==> config.mk <==
export PLATFORM = sky130hd
export DESIGN_NAME = stream_serializer
export DESIGN_NICKNAME = d
export VERILOG_FILES = /design/src/rtl/stream_serializer_pkg.sv /design/src/rtl/stream_serializer_parity.sv /design/src/rtl/stream_serializer.sv
export SDC_FILE = /design/constraint.sdc
export NUM_CORES = 1
export LEC_CHECK = 0
export CAP_MARGIN = 5
export CORE_MARGIN = 3
export CORE_UTILIZATION = 45
export CTS_BUF_LIST = sky130_fd_sc_hd__clkbuf_2
export DETAILED_ROUTE_END_ITERATION = 7
export GPL_ROUTABILITY_DRIVEN = 0
export PLACE_DENSITY = 0.74
export SETUP_SLACK_MARGIN = 0.3
export SLEW_MARGIN = 20
export SYNTH_ARGS = -nofsm -noshare
export SYNTH_HDL_FRONTEND = slang
export SYNTH_SLANG_ARGS = --single-unit
==> constraint.sdc <==
create_clock -name clk -period 3.5 [get_ports clk]
set_input_delay 0.7 -clock clk [delete_from_list [all_inputs] [get_ports clk]]
set_output_delay 0.7 -clock clk [all_outputs]
set_load 0.03 [all_outputs]
Figure 1. Signal wires on met3.
Scale: 8 px per um.
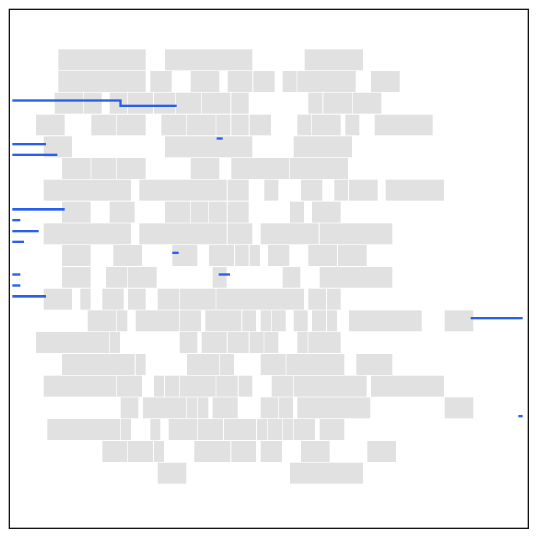
nets with wire on the layer = 13
share of all routed wire = 2.0%
longest straight run = 13.3 um
final wirelength: 2760 um
Vias: 1,074
grt met3 use: 1.56%

Figure 2. Cell area per tile.
Scale: 6 px per um. 6 x 6 tiles, from dark blue (low) to red (high), 0 to 100% covered.
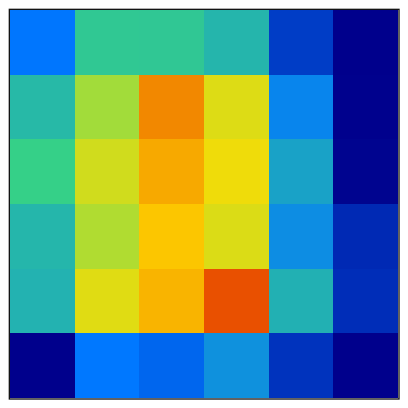
fullest tile = 91%
emptiest ninth of the die = north-east
densest ninth of the die = center
final core occ: 55.6%
core area: 3180 um2
Starting Density: 48.8%

Figure 3. I/O nets highlighted.
Scale: 4 px per um.
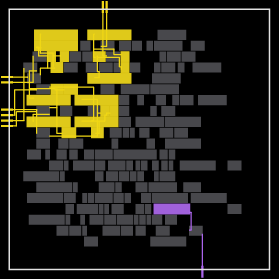
frame_done -> purple  # bits 1, direction output, end cells 1, buffers 1, wire 13.7 um
in_data -> yellow  # bits 8, direction input, end cells 20, buffers 8, wire 246 um
I/O Buffers: 15
I/O pin total: 16

==> deck_impl_summary.md <==
Physical Implementation Snapshot

Status
  – Outcome: complete, no violations

Drt
  – Drt wl/cell: ~14 um
  – Number of routed nets with antenna violations: 0
  – Initial DRC Count: 22
  – First-pass DRT Iterations: 4

Clocking
  – Clk root buf: clkbuf_2
  – CTS tree: built
  – Sink Count: 28
  – Post_cts resized: 0
  – CTS H-tree depth: 1

Synth
  – Synth Cell Area: 1550 um2
  – Syn Area/Cell: around 11 um2
  – Yosys stat area: 1550 um2
  – Register share after synthesis: 44.9%
  – Yosys cell count: between 100 and 150
  – Floorplan Nets: ~160
  – Warnings from Yosys: 0
  – Async set-reset flop share out of synthesis: ~39%
  – Number of enable flip-flop cells: 8
  – Dominant flop cell: dfrtp_1

Setup path
  – R2R cell count: 7
  – CP max FO: 10
  – Slowest cell on the critical path: clkdlybuf4s50_1
  – CP arrival: between 2000 and 2500 ps
  – Setup crit end kind: output pin

Layout
  – Share of cells above drive strength 1: under 10%
  – Area Overhead vs Synth: 13.9%
  – Fin area: ~1800 um2
  – Reg area: 696 um2

Power
  – Peak supply drop: around 0.19 mV
  – P_leak: 0.654 nW

Floorplanning
  – Rows: 20
  – Die Ht: 64.7 um

STA
  – Final Hold Viols: 0
  – Final period utilization: between 80 and 90%
  – Clk_skew: 8.44 ps
  – Final Max Slew Viols: 0
  – Crit path time final: around 2800 ps
  – Setup TNS Final: 0 ps
  – RSZ-0062 raised after global routing: no

Global routing
  – First-pass GRT wire length: 4670 um

Hold path
  – Hold Path Cell Cnt: 2
  – Worst hold path type: register to register
==> placed cells by master (no fill, tap or decap), types with 3 or more instances in the layout <==
master	Yosys	layout
nor2_1	8	8
edfxtp_1	8	8
clkdlybuf4s50_1	0	15
a211oi_1	7	7
nand2_1	5	5
nor2b_1	8	8
dfrtp_1	11	11
a21oi_1	11	11
mux2i_1	14	14
dfxtp_1	9	9
xnor2_1	5	5
o21ai_0	3	3
o21ai_1	3	3
xor2_1	10	10
clkbuf_2	0	3
==> synth_stat cells, types with 2 or more instances <==
library cell / count / share of area [%]
dfxtp_1: 9 / 12
edfxtp_1: 8 / 15
a21oi_1: 11 / 3.6
nor3b_2: 2 / 1.6
buf_2: 4 / 1.3
nand3b_1: 2 / 0.97
buf_4: 2 / 0.97
mux2i_1: 14 / 9.0
a211oi_1: 7 / 3.4
o21ai_1: 3 / 0.97
inv_1: 2 / 0.48
xnor2_1: 5 / 2.8
nor4b_1: 2 / 1.1
xor2_1: 10 / 5.6
nor3b_1: 2 / 0.97
nor3_1: 2 / 0.65
nor2_1: 8 / 1.9
ha_1: 2 / 1.6
o21ai_0: 3 / 0.97
nor2b_1: 8 / 3.2
nand2_1: 5 / 1.2
dfrtp_1: 11 / 18
==> power by group <==
| part | switching [mW] | internal (mW) |
|---|---|---|
| Clock | 0.0987 | 0.0982 |
| Combinational | 0.0728 | 0.0755 |
| Sequential | 0.0298 | 0.379 |
| Total | 0.201 | 0.553 |
==> metal layers <==
layer	global-route usage (%)	vias up	wire, um
met2	22.8	14	1230
met5	0	-	0
met3	1.56	4	54
met1	20.1	500	1440
met4	6.33	0	35
li1	-	556	-
==> cell type report <==
type	instances	area share [%]
clock inverter	1	1.70
clock buffer	3	0.850
multi-input combinational	105	44.9
timing repair buffer	17	9.36
inverter	3	0.638
sequential	28	39.4
tap	44	3.12
==> stage by stage <==
stage	instances	power, mW	hold slack (ps)
3_3_place_gp	197	0.556	450
5_1_grt	201	0.799	546
3_5_place_dp	197	0.565	479
2_1_floorplan	144	0.517	404
4_1_cts	201	0.759	513
6_report	201	0.754	524
==> logic make-up after synthesis <==
| kind of cell | count (synthesis) | synth area share (%) |
|---|---|---|
| AND/OR/NAND/NOR | 39 | 15.8 |
| AND-OR/OR-AND | 34 | 15.5 |
| flip-flops | 28 | 44.9 |
| XOR/XNOR | 15 | 8.47 |
| multiplexers | 15 | 9.77 |
| buffers and inverters | 11 | 3.95 |
| adder cells (fa/ha/maj) | 2 | 1.61 |
==> worst reg2reg max path, delay by kind of cell, from the launching register on <==
kind | cells | cell delay [ps]
AND-OR/OR-AND | 1 | 240
buffers and inverters | 2 | 270
flip-flops | 1 | 530
AND/OR/NAND/NOR | 3 | 720
adder cells (fa/ha/maj) | 1 | 190
Power figures rest on the tool's default switching activity, not on a simulated workload.
